--- src/rtl/dmem_arbiter.sv ---
// Two-port round-robin arbiter and sequencer for the byte-lane data RAM.
// One request in flight: accept in IDLE, drive the RAM for one ACCESS cycle, then respond.
module dmem_arbiter #(
   parameter int W = 32,
   parameter int H = 8,
   parameter int L = 4
) (
   input  logic         clk,
   input  logic         rst,
   input  logic         p0_valid,
   output logic         p0_ready,
   input  logic         p0_we,
   input  logic [L-1:0] p0_type,
   input  logic         p0_sign,
   input  logic [W-1:0] p0_addr,
   input  logic [W-1:0] p0_wdat,
   input  logic         p1_valid,
   output logic         p1_ready,
   input  logic         p1_we,
   input  logic [L-1:0] p1_type,
   input  logic         p1_sign,
   input  logic [W-1:0] p1_addr,
   input  logic [W-1:0] p1_wdat,
   output logic         rsp_valid,
   output logic         rsp_id,
   output logic         rsp_err,
   output logic [W-1:0] rsp_rdata,
   output logic         ram_we,
   output logic         ram_re,
   output logic [L-1:0] ram_type,
   output logic         ram_sign,
   output logic [W-1:0] ram_addr,
   output logic [W-1:0] ram_wdat,
   input  logic [W-1:0] ram_rdata
);
   typedef enum logic {IDLE = 1'b0, ACCESS = 1'b1} state_t;

   localparam logic [H:0] ONE = {{H{1'b0}}, 1'b1};

   state_t       state;
   logic         last_grant;
   logic         gnt_valid;
   logic         gnt_id;
   logic         sel_we;
   logic         sel_sign;
   logic         sel_err;
   logic [L-1:0] sel_type;
   logic [W-1:0] sel_addr;
   logic [W-1:0] sel_wdat;
   logic         acc_we;
   logic         acc_err;
   logic         acc_id;
   logic         ram_we_q;

   // Legal masks are contiguous from lane 0; the access may not run past the top byte.
   function automatic logic req_err(input logic [L-1:0] t, input logic [W-1:0] a);
      logic [H:0] nbytes;
      logic [H:0] last_byte;
      logic       bad_mask;
      nbytes = '0;
      for (int i = 0; i < L; i++) begin
         nbytes = nbytes + {{H{1'b0}}, t[i]};
      end
      bad_mask  = (t == '0) || ((t & (t + L'(1))) != '0);
      last_byte = {1'b0, a[H-1:0]} + nbytes - ONE;
      return bad_mask || ((a >> H) != '0) || last_byte[H];
   endfunction

   always_comb begin
      gnt_valid = 1'b0;
      gnt_id    = 1'b0;
      if (state == IDLE && !rst) begin
         if (p0_valid && p1_valid) begin
            gnt_valid = 1'b1;
            gnt_id    = ~last_grant;
         end else if (p0_valid) begin
            gnt_valid = 1'b1;
            gnt_id    = 1'b0;
         end else if (p1_valid) begin
            gnt_valid = 1'b1;
            gnt_id    = 1'b1;
         end
      end
   end

   assign p0_ready = gnt_valid & ~gnt_id;
   assign p1_ready = gnt_valid &  gnt_id;

   assign sel_we   = gnt_id ? p1_we   : p0_we;
   assign sel_type = gnt_id ? p1_type : p0_type;
   assign sel_sign = gnt_id ? p1_sign : p0_sign;
   assign sel_addr = gnt_id ? p1_addr : p0_addr;
   assign sel_wdat = gnt_id ? p1_wdat : p0_wdat;
   assign sel_err  = req_err(sel_type, sel_addr);

   // Reset in the ACCESS cycle must keep the RAM from committing on that same edge.
   assign ram_we = ram_we_q & ~rst;

   always_ff @(posedge clk) begin
      if (rst) begin
         state      <= IDLE;
         last_grant <= 1'b1;
         acc_we     <= 1'b0;
         acc_err    <= 1'b0;
         acc_id     <= 1'b0;
         ram_we_q   <= 1'b0;
         ram_re     <= 1'b0;
         ram_type   <= '0;
         ram_sign   <= 1'b0;
         ram_addr   <= '0;
         ram_wdat   <= '0;
         rsp_valid  <= 1'b0;
         rsp_id     <= 1'b0;
         rsp_err    <= 1'b0;
         rsp_rdata  <= '0;
      end else begin
         case (state)
            IDLE: begin
               rsp_valid <= 1'b0;
               if (gnt_valid) begin
                  last_grant <= gnt_id;
                  acc_we     <= sel_we;
                  acc_err    <= sel_err;
                  acc_id     <= gnt_id;
                  ram_we_q   <= sel_we & ~sel_err;
                  ram_re     <= ~sel_we & ~sel_err;
                  ram_type   <= sel_type;
                  ram_sign   <= sel_sign;
                  ram_addr   <= sel_addr;
                  ram_wdat   <= sel_wdat;
                  state      <= ACCESS;
               end
            end
            ACCESS: begin
               ram_we_q  <= 1'b0;
               ram_re    <= 1'b0;
               rsp_valid <= 1'b1;
               rsp_id    <= acc_id;
               rsp_err   <= acc_err;
               rsp_rdata <= (!acc_we && !acc_err) ? ram_rdata : '0;
               state     <= IDLE;
            end
            default: state <= IDLE;
         endcase
      end
   end
endmodule

--- config.mk ---
export PLATFORM = sky130hd
export DESIGN_NAME = dmem_arbiter
export DESIGN_NICKNAME = d
export VERILOG_FILES = /design/src/rtl/dmem_arbiter.sv
export SDC_FILE = /design/constraint.sdc
export NUM_CORES = 1
export LEC_CHECK = 0
export ABC_AREA = 1
export ABC_CLOCK_PERIOD_IN_PS = 5000
export CORE_MARGIN = 1.5
export CORE_UTILIZATION = 40
export CTS_CLUSTER_SIZE = 16
export DETAILED_ROUTE_END_ITERATION = 7
export PLACE_DENSITY_LB_ADDON = 0.08
export SLEW_MARGIN = 30
export SYNTH_ARGS = -nofsm -noshare
export SYNTH_HDL_FRONTEND = slang
export SYNTH_SLANG_ARGS = --single-unit
--- constraint.sdc ---
create_clock -name clk -period 5 [get_ports clk]
set_input_delay 0.5 -clock clk [delete_from_list [all_inputs] [get_ports clk]]
set_output_delay 0.5 -clock clk [all_outputs]
set_load 0.01 [all_outputs]
==> run_1/gates.png <==
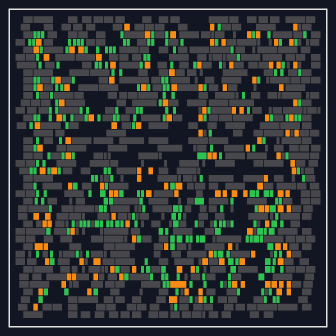
legend:
  aoi and oai cells:
    colour: orange
    cells: 139
    where: spread over the die
  nand cells:
    colour: green
    cells: 264
    where: spread over the die
Non-Filler Instances: 1085
Comb/total area: 27.7%

==> run_1/class_map.png <==
Scale bar: 20 um.
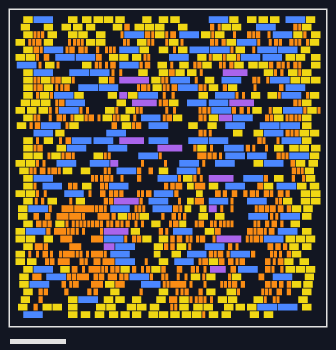
legend:
  remaining logic cells:
    colour: orange
    cells: 521
  remaining buffers and delay cells:
    colour: yellow
    cells: 290
  clock drivers and dummy loads:
    colour: purple
    cells: 16
  sequential cells:
    colour: blue
    cells: 111
Final Util: 67.8%
sequential cell area share: 27.4%
post-route design area: 8110 um2
Core ar.: 12000 um2

==> results_dict.tcl, run 1 <==
# yosys + openroad results
set metrics [dict create \
    most_common_cell "nand2_1" \
    port_buffers 283 \
    clk_pin_slew_worst_paths_ns 0.08 \
    avgViaCountPerCell 5.03 \
    ys_seq_elements 111 \
    r2r_cells 21 \
    die_h_um 114 \
    holdCritStartpoint "rsp_rdata[8]$_SDFFE_PP0P_" \
    top_area_cell "dfxtp_1" \
    cp.arrival_ns 4.36 \
    cts_root_buf "clkbuf_16" \
    regArea_um2 2220 \
    antenna_found_initial 0 \
    vias 5454 \
    yosys_cells 674 \
    yosys.area_share.adder_pct 4.24 \
    rsz0062_at_grt "no" \
    synthAoiAreaFrac_pct 15.8 \
    top_layer "met4" \
    final_cell_mix "283 x clkdlybuf4s50_1, 219 x nand2_1, 111 x dfxtp_1" \
    cts_tree "done" \
    end_kind "register" \
    setup_tns_ns 0 \
    slew_viol_final 0 \
    firstDrtPassIters 4 \
    netlist_top_cells_count "219 x nand2_1, 111 x dfxtp_1, 78 x o21ai_0" \
    r2r-start "last_grant$_SDFFE_PP1P_" \
    crit_family "simple AND/OR/NAND/NOR gates" \
    cts_hold_buf 0 \
    place_area_um2 7790 \
    critPathMaxStageDelay_ns 0.49 \
    fmax_mhz 245 \
    start_kind "input pin" \
    cts_resized 0 \
    comb_area_um2 2240 \
    simple_gate_area_share_pct 24.9 \
    reg2reg_to "ram_we_q$_SDFFE_PP0P_" \
    fin_skew_ns 0.00708 \
    clock_sinks 111 \
    use_met2_pct 42.7 \
    ys_warn_count 0 \
    drc 0 \
    seq_cell_power_uw 980 \
    grt_use_met3_pct 6.00 \
    p_sw_uw 625 \
    finalSetupViolCount 0 \
    period_minus_slack_ns 4.07 \
    p_comb_uw 526 \
    wire_per_inst_um 15.2 \
    io_pins 284 \
    cp_cell_sequence "clkdlybuf4s50_1 -> nand2_2 -> nand3_2 -> inv_1 -> buf_4 -> or2_2 -> o21ai_0 -> ha_1 -> ha_1 -> inv_1 -> nor2_1 -> nand3_1 -> nand2_1 -> nand2_1 -> nand2_1 -> nand2_1 -> nand2_1 -> nand2_1 -> nand3_1 -> nor2_2 -> nand2_1 -> nand2_1" \
    synth_top_area_share_pct 45.4 \
    cts_setup_buffers 0 \
    grt_use_total_pct 24.9 \
    gp_congestion 0.853 \
    met2_length_um 7890 \
    vdd_drop_max_mv 0.194 \
    clk_latency_ns 0.34 \
    whs_path_depth 2 \
    drt_iter0_markers 377 \
    yosys.cell_types.count 25 \
    grt_first_pass_wirelength_um 25700 \
    edf_count 0 \
    clock_power_uw 773 \
    n_antenna_cell 0 \
    p_clk_share_pct 33.9 \
    drive_gt1_share_pct 4.16 \
    wl_met3_um 1300 \
    top_logic_kind "simple AND/OR/NAND/NOR gates" \
    htree_levels 3 \
    synth_seq_share_pct 45.4 \
    grt_max_degree 72 \
    dp_cells 1069 \
    ys_area_um2 4890 \
    tightest_slew_ns 0.694 \
    warnings 26 \
    status "complete, no violations" \
    met1_length_um 6720 \
    fp_util_pct 40.9 \
    path_class "input pin to register" \
    numCtsBuffers 9 \
]
==> run_1/placed.png <==
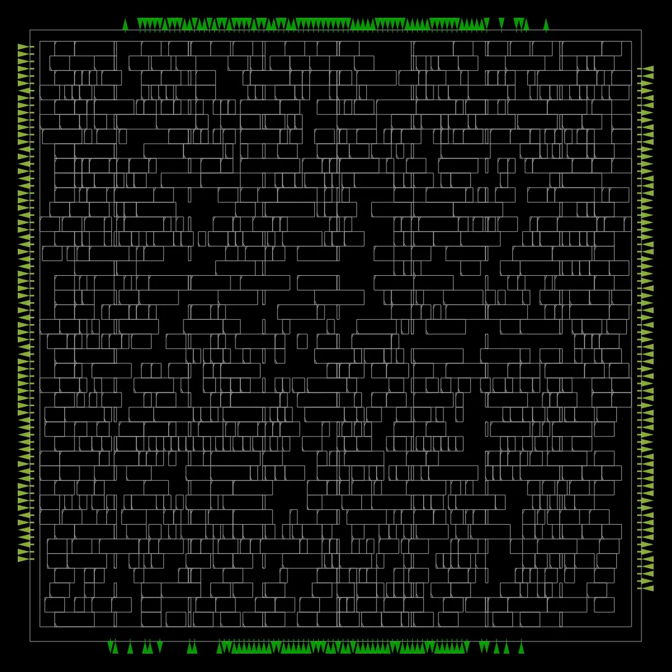
Well Taps: 147
flop count: 111
Placement Rows: 40
Fillers: 997

[run 1: worst max path at each step]
stage	startpoint	endpoint	slack, ns	cells past startpoint
final	p0_valid	ram_we_q$_SDFFE_PP0P_	0.93	22
after global routing	p0_valid	ram_we_q$_SDFFE_PP0P_	0.55	22
after CTS	p0_valid	ram_we_q$_SDFFE_PP0P_	0.95	22
after detailed placement	p0_valid	ram_we_q$_SDFFE_PP0P_	0.58	22
after global placement	p0_valid	ram_we_q$_SDFFE_PP0P_	0.70	22
after floorplan	rst	ram_we_q$_SDFFE_PP0P_	2.09	17
[run 1: tightest hold or removal path, delay by kind of cell (launching register included)]
| family | cells | cell delay, ns |
|---|---|---|
| simple gates | 1 | 0.05 |
| flops | 1 | 0.33 |
| compound gates | 1 | 0.05 |
[run 1: kinds of logic after synthesis]
| family | Yosys count |
|---|---|
| buffers and inverters | 110 |
| and+or+nand+nor | 295 |
| AOI/OAI and AO/OA | 139 |
| adders and majority gates | 16 |
| DFF | 111 |
| muxes | 3 |
[run 1: per-stage QoR]
| step | setup WS, ns | utilization, % |
|---|---|---|
| final | 0.925 | 67.8 |
| after global routing | 0.551 | 67.8 |
| after CTS | 0.955 | 67.8 |
| after detailed placement | 0.584 | 65.1 |
| after global placement | 0.698 | 65.1 |
| after floorplan | 2.09 | - |
[run 1: state kept, by name, indices dropped and copies added (netlist names)]
register and count:
ram_addr 32, ram_wdat 32, rsp_rdata 32, ram_type 4
acc_err 1, acc_id 1, acc_we 1, last_grant 1
ram_re 1, ram_sign 1, ram_we_q 1, rsp_err 1
rsp_id 1, rsp_valid 1, state 1
[run 1: cell type report]
class,instances,area share [%]
Clock buffer,10,2.95
Timing Repair Buffer,290,35.6
Clock inverter,6,1.03
Inverter,68,3.15
Tap cell,147,2.27
Multi-Input combinational cell,453,27.7
Sequential cell,111,27.4
==> run 2: changes to the inputs <==
ABC_CLOCK_PERIOD_IN_PS = 3700   (was 5000)
CORE_UTILIZATION = 35   (was 40)
clock period = 3.7 ns   (was 5 ns; I/O delays follow)
==> run_2/gates.png <==
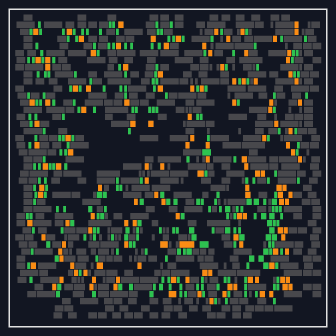
legend:
  nand cells:
    colour: green
    cells: 264
    where: spread over the die
  aoi and oai cells:
    colour: orange
    cells: 139
    where: spread over the die
most frequent logic cell in the layout: clkdlybuf4s50_1
Non-Filler Instances: 1124

==> run_2/clock_wires.png <==
Scale bar: 20 um.
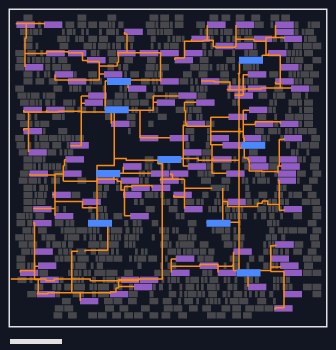
legend:
  clock wires:
    colour: orange
    length: 1400 um
  clock-net drivers:
    colour: blue
    count: 9
  flip-flops:
    colour: purple
    count: 111
routed clock nets: 10
Layout Skew: 0.00912 ns
clock-net power: 956 uW
Clock Power Share: 31.9%

==> run 2 against run 1 <==
  * Non-clock buffer count grew 6
  * Die size grew 14%
  * Area after synthesis is the same
  * First-iteration DRC count grew 8.8%
  * Synthesized cell count is the same
  * Core utilization shrank 8.5 points
==> results_dict.tcl, run 2 <==
# yosys + openroad results
set metrics [dict create \
    status "complete, no violations" \
    clk_latency_ns 0.35 \
    drc 0 \
    yosys_cells 674 \
    clk_pin_slew_worst_paths_ns 0.08 \
    core_area_um2 13800 \
    cp.arrival_ns 3.33 \
    finalSetupViolCount 0 \
    yosys-top-cells-area "dfxtp_1 45%, nand2_1 17%, o21ai_0 8.0%" \
    cts_root_buf "clkbuf_16" \
    seq_cell_power_uw 1320 \
    async_flop_share_pct 0 \
    num_rows 43 \
    cts_resized 0 \
    gp_congestion 0.843 \
    drive_gt1_share_pct 4.45 \
    top_logic_kind "simple AND/OR/NAND/NOR gates" \
    dp_hpwl_um 12100 \
    top_area_cell "dfxtp_1" \
    p_comb_uw 717 \
    cts_setup_buffers 0 \
    ys_warn_count 0 \
    start_kind "input pin" \
    drt_iter0_markers 410 \
    r2r_slack_ns 0.80 \
    period_minus_slack_ns 3.08 \
    netlist_top_cells_count "219 x nand2_1, 111 x dfxtp_1, 78 x o21ai_0" \
    p_sw_uw 843 \
    port_buffers 283 \
    edf_count 0 \
    hp-class "register to register" \
    path_class "input pin to register" \
    fmax_mhz 325 \
    yosys.cell_types.count 25 \
    simple_gate_area_share_pct 24.9 \
    n_antenna_cell 0 \
    grt_first_pass_wirelength_um 25500 \
    numCtsBuffers 9 \
    powerDensity_nw_per_um2 367 \
    final_cell_mix "283 x clkdlybuf4s50_1, 219 x nand2_1, 111 x dfxtp_1" \
    firstDrtPassIters 6 \
    setup_tns_ns 0 \
    slew_viol_final 0 \
    synth_top_area_share_pct 45.4 \
    maxPowerGroup "registers" \
    avgViaCountPerCell 4.83 \
    warnings 26 \
    grt_use_total_pct 22.1 \
    synth_seq_share_pct 45.4 \
    rsz0062_at_grt "no" \
    end_kind "register" \
    cp.required_ns 3.95 \
    yosys.area_share.adder_pct 4.24 \
    die_h_um 121 \
    cts_tree "done" \
    cts_hold_buf 0 \
    ys_seq_elements 111 \
    ys_area_um2 4890 \
    io_pins 284 \
    antenna_found_initial 0 \
    top_regs "ram_addr (32), ram_wdat (32), rsp_rdata (32)" \
    fin_crit_sh_pct 83.1 \
    htree_levels 3 \
    tightest_slew_ns 0.718 \
    synthAoiAreaFrac_pct 15.8 \
    slew_headroom_pct 52.1 \
    fp_util_pct 35.5 \
    synth_nets 866 \
    wire_per_inst_um 14.6 \
    most_common_cell "nand2_1" \
    grt_max_degree 72 \
    vdd_drop_max_mv 0.198 \
]
==> run_2/m2.png <==
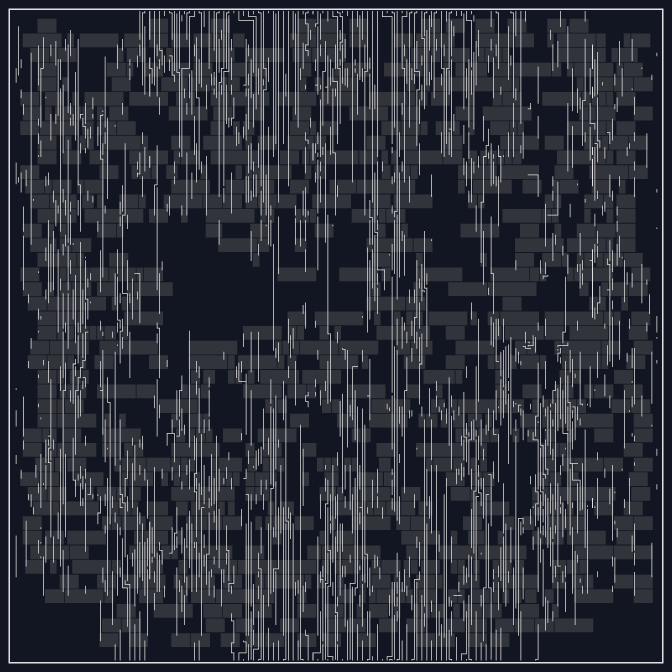
nets with wire on the layer: 917
wire length on this layer: 7770 um
longest straight run: 43.5 um
Routed WL: 16400 um
via count: 5426

run 2: path summary, 6_finish.rpt:
kind,from,endpoint,depth (start not counted)
max,p0_valid,ram_we_q$_SDFFE_PP0P_,17
min,rsp_rdata[12]$_SDFFE_PP0P_,rsp_rdata[12]$_SDFFE_PP0P_,2
max reg2reg,state$_SDFF_PP0_,ram_we_q$_SDFFE_PP0P_,21
min reg2reg,rsp_rdata[12]$_SDFFE_PP0P_,rsp_rdata[12]$_SDFFE_PP0P_,2
run 2: cell type report:
class | instances | area [um2]
Clock buffer | 10 | 229
Multi-Input combinational cell | 453 | 2240
Timing Repair Buffer | 296 | 2930
Inverter | 68 | 255
Clock inverter | 6 | 60.1
Fill cell | 1253 | 5610
Sequential cell | 111 | 2220
Tap cell | 180 | 225
run 2: worst max-delay path, stage by stage:
cell and delay, ns:
clkdlybuf4s50_1 0.54, nand2_2 0.08, nand3_2 0.14, inv_1 0.14
or2_2 0.29, o21ai_0 0.15, inv_1 0.09, ha_1 0.29
ha_1 0.32, a21oi_1 0.14, nor2_1 0.05, a211oi_1 0.28
nand3_1 0.15, nand3_1 0.11, nor2_2 0.04, nand2_1 0.08
nand2_1 0.04
run 2: routing by layer:
metal  part of all wire (%)  track usage [%]
met3                    8.5             5.69
met2                     47             37.2
met5                      0                0
met4                    2.9             9.34
met1                     41             26.7
run 2: per-stage QoR:
step | instances | util, % | instance area [um2] | hold WS (ns) | worst slack (ns)
global placement | 1108 | 57.2 | 7870 | 0.440 | 0.375
CTS | 1124 | 59.3 | 8160 | 0.467 | 0.644
finish | 1124 | 59.3 | 8170 | 0.462 | 0.625
detailed placement | 1108 | 57.2 | 7870 | 0.448 | 0.276
floorplan | 674 | - | 4890 | 0.435 | 0.920
global route | 1124 | 59.3 | 8170 | 0.489 | 0.283
==> run 3: changes to the inputs <==
ABC_CLOCK_PERIOD_IN_PS = 2900   (was 3700)
CORE_UTILIZATION = 38   (was 35)
clock period = 2.9 ns   (was 3.7 ns; I/O delays follow)
==> run_3/m2.png <==
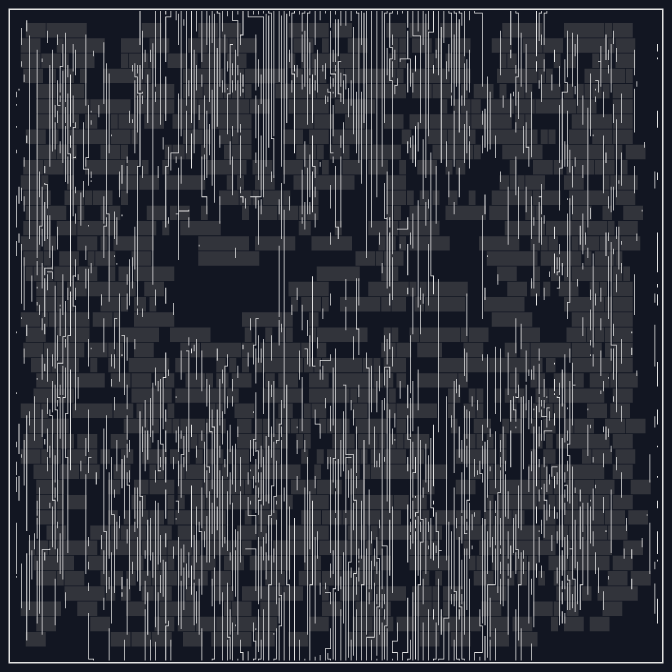
wire length on this layer: 8290 um
share of all routed wire: 49%
longest straight run: 44.0 um
main direction: vertical
met2 Use GR: 43.3%
Routed WL: 17000 um

==> run_3/placed.png <==
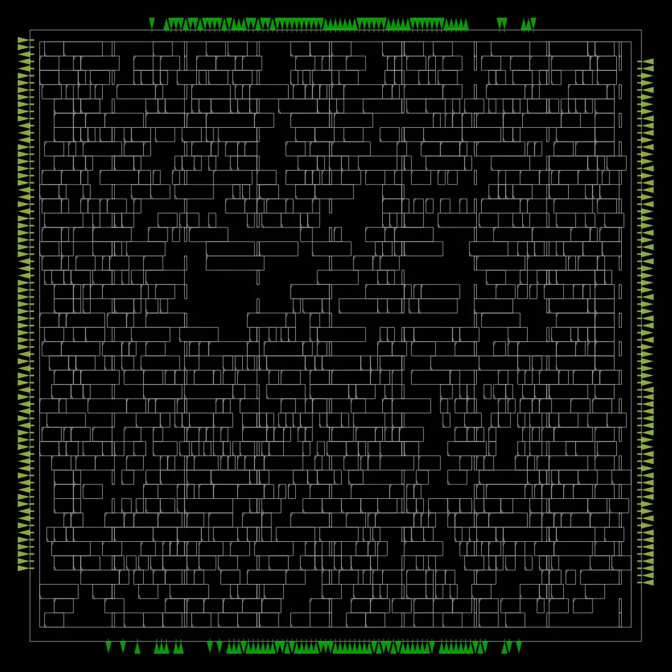
Fillers: 1078
Well Taps: 172
Placement Rows: 41
Non-Filler Instances: 1127
Core ar.: 12600 um2

==> run 3 against run 2 <==
  * Worst setup slack got worse by 0.52 ns
  * Global-route usage up 2.3 points
  * Sequential power is 28% higher
  * Critical endpoint unchanged
  * Synthesized cell count unchanged
  * Largest power group unchanged
  * Combinational power grew 33%
==> results_dict.tcl, run 3 <==
# yosys + openroad results
set metrics [dict create \
    async_flop_share_pct 0 \
    finalSetupViolCount 0 \
    slew_viol_final 0 \
    io_pins 284 \
    cp.arrival_ns 3.10 \
    p_comb_uw 956 \
    die_h_um 116 \
    fp_util_pct 38.9 \
    port_buffers 283 \
    cts_tree "done" \
    n_antenna_cell 0 \
    status "complete, no violations" \
    grt_max_degree 72 \
    critPathMaxStageDelay_ns 0.50 \
    ys_warn_count 0 \
    most_common_cell "nand2_1" \
    grt_pass1_vias 5331 \
    ys_seq_elements 111 \
    comb_area_um2 2290 \
    drc 0 \
    maxCapViolations 0 \
    fmax_mhz 357 \
    ys_area_um2 4890 \
    grt_use_met3_pct 7.11 \
    cp.required_ns 3.20 \
    avgViaCountPerCell 4.86 \
    drt_iter0_markers 421 \
    path_class "input pin to register" \
    maxPowerGroup "registers" \
    clk_latency_ns 0.35 \
    firstDrtPassIters 5 \
    grt_first_pass_wirelength_um 25800 \
    cp_cell_sequence "clkdlybuf4s50_1 -> nand2_2 -> nand3_4 -> inv_2 -> or2_2 -> o21ai_2 -> inv_1 -> ha_1 -> ha_1 -> a21oi_2 -> nor2_1 -> a211oi_2 -> nand2_1 -> nand2_2 -> nand3_2 -> nor2_2 -> nand2_1 -> nand2_1" \
    final_common_cell "clkdlybuf4s50_1" \
    yosys.cell_types.count 25 \
    end_kind "register" \
    top_regs "ram_addr (32), ram_wdat (32), rsp_rdata (32)" \
    seq_cell_power_uw 1690 \
    period_minus_slack_ns 2.80 \
    setup_slack_ns 0.100 \
    clock_power_uw 1290 \
    whs_path_depth 2 \
    setup_tns_ns 0 \
    synth_seq_share_pct 45.4 \
    warnings 26 \
    vias 5480 \
    slew_headroom_pct 52.4 \
    yosys_cells 674 \
    tightest_slew_ns 0.714 \
    dp_hpwl_um 12500 \
    synth_top_area_share_pct 45.4 \
    clk_pin_slew_worst_paths_ns 0.07 \
    path_common_cell "nand2_1" \
    hp-class "register to register" \
    overflow 0 \
    fin_skew_ns 0.00714 \
    htree_levels 3 \
    yosys-top-cells-area "dfxtp_1 45%, nand2_1 17%, o21ai_0 8.0%" \
    grt_use_total_pct 24.4 \
    fin_area_um2 8320 \
    vdd_drop_max_mv 0.277 \
    r2r_cells 17 \
    final_cell_mix "281 x clkdlybuf4s50_1, 217 x nand2_1, 110 x dfxtp_1" \
    gp_congestion 0.852 \
    synth_nets 866 \
    top_usage_layer "met2" \
    wire_per_inst_um 15.1 \
    edf_count 0 \
    use_met1_pct 27.6 \
    netlist_top_cells_count "219 x nand2_1, 111 x dfxtp_1, 78 x o21ai_0" \
    p_sw_uw 1070 \
    drive_gt1_share_pct 6.81 \
    start_kind "input pin" \
    antenna_found_initial 0 \
    dp_cells 1111 \
    dp_slack_ns -0.384 \
    regArea_um2 2220 \
    top_area_cell "dfxtp_1" \
]
==> run_3/gates.png <==
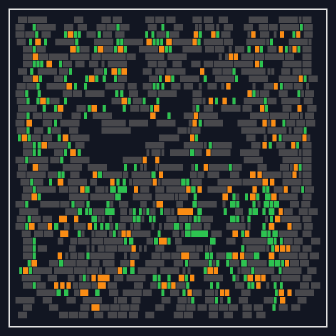
legend:
  nand cells:
    colour: green
    cells: 264
    where: spread over the die
  aoi and oai cells:
    colour: orange
    cells: 139
    where: spread over the die
Comb/total area: 27.5%

## run 3: cell families after synthesis
family | share of synthesized area, %
compound gates | 15.8
fa+ha+maj | 4.24
simple gates | 24.9
mux | 0.614
buf+inv | 9.00
flops | 45.4
## run 3: final timing paths
check,startpoint,end,slack (ns)
worst max-delay path,p0_valid,ram_we_q$_SDFFE_PP0P_,0.10
worst min-delay path,rsp_rdata[13]$_SDFFE_PP0P_,rsp_rdata[13]$_SDFFE_PP0P_,0.46
worst max register to register,last_grant$_SDFFE_PP1P_,ram_we_q$_SDFFE_PP0P_,0.17
worst min register to register,rsp_rdata[13]$_SDFFE_PP0P_,rsp_rdata[13]$_SDFFE_PP0P_,0.46
## run 3: timing repair
action                     CTS  global route
setup buffers                0             0
setup endpoints to repair    2             3
resized                      1            23
pin swaps                    0             5
cloned                       0             0
hold buffers                 0             0
## run 3: critical path: cells and delay by family
kind                     cells  cell delay, ns
AND/OR/NAND/NOR             10            1.03
buffers and inverters        3            0.64
adder cells (fa/ha/maj)      2            0.61
AND-OR/OR-AND                3            0.52
## run 3: through the flow
step / hold WS (ns) / utilization (%)
6_report: 0.460 / 66.2
3_5_place_dp: 0.446 / 63.2
5_1_grt: 0.479 / 66.2
4_1_cts: 0.464 / 65.7
3_3_place_gp: 0.438 / 63.2
2_1_floorplan: 0.435 / -
## run 3: routing by layer
metal / vias to the layer above / part of all wire [%]
met5: - / 0
met4: 0 / 2.3
met3: 30 / 9.1
met2: 237 / 49
met1: 2456 / 40
li1: 2757 / -
## run 3: final cells by class
cell class              instances  share of cell area (%)
flip-flops and latches        111                    26.7
clock inverters                 5                   0.767
multi-input cells             453                    27.5
well taps                     172                    2.59
clock buffers                  11                    2.92
repair buffers                307                    36.4
inverters                      68                    3.07
No activity file was given, so power comes from the tool's default toggle rates.
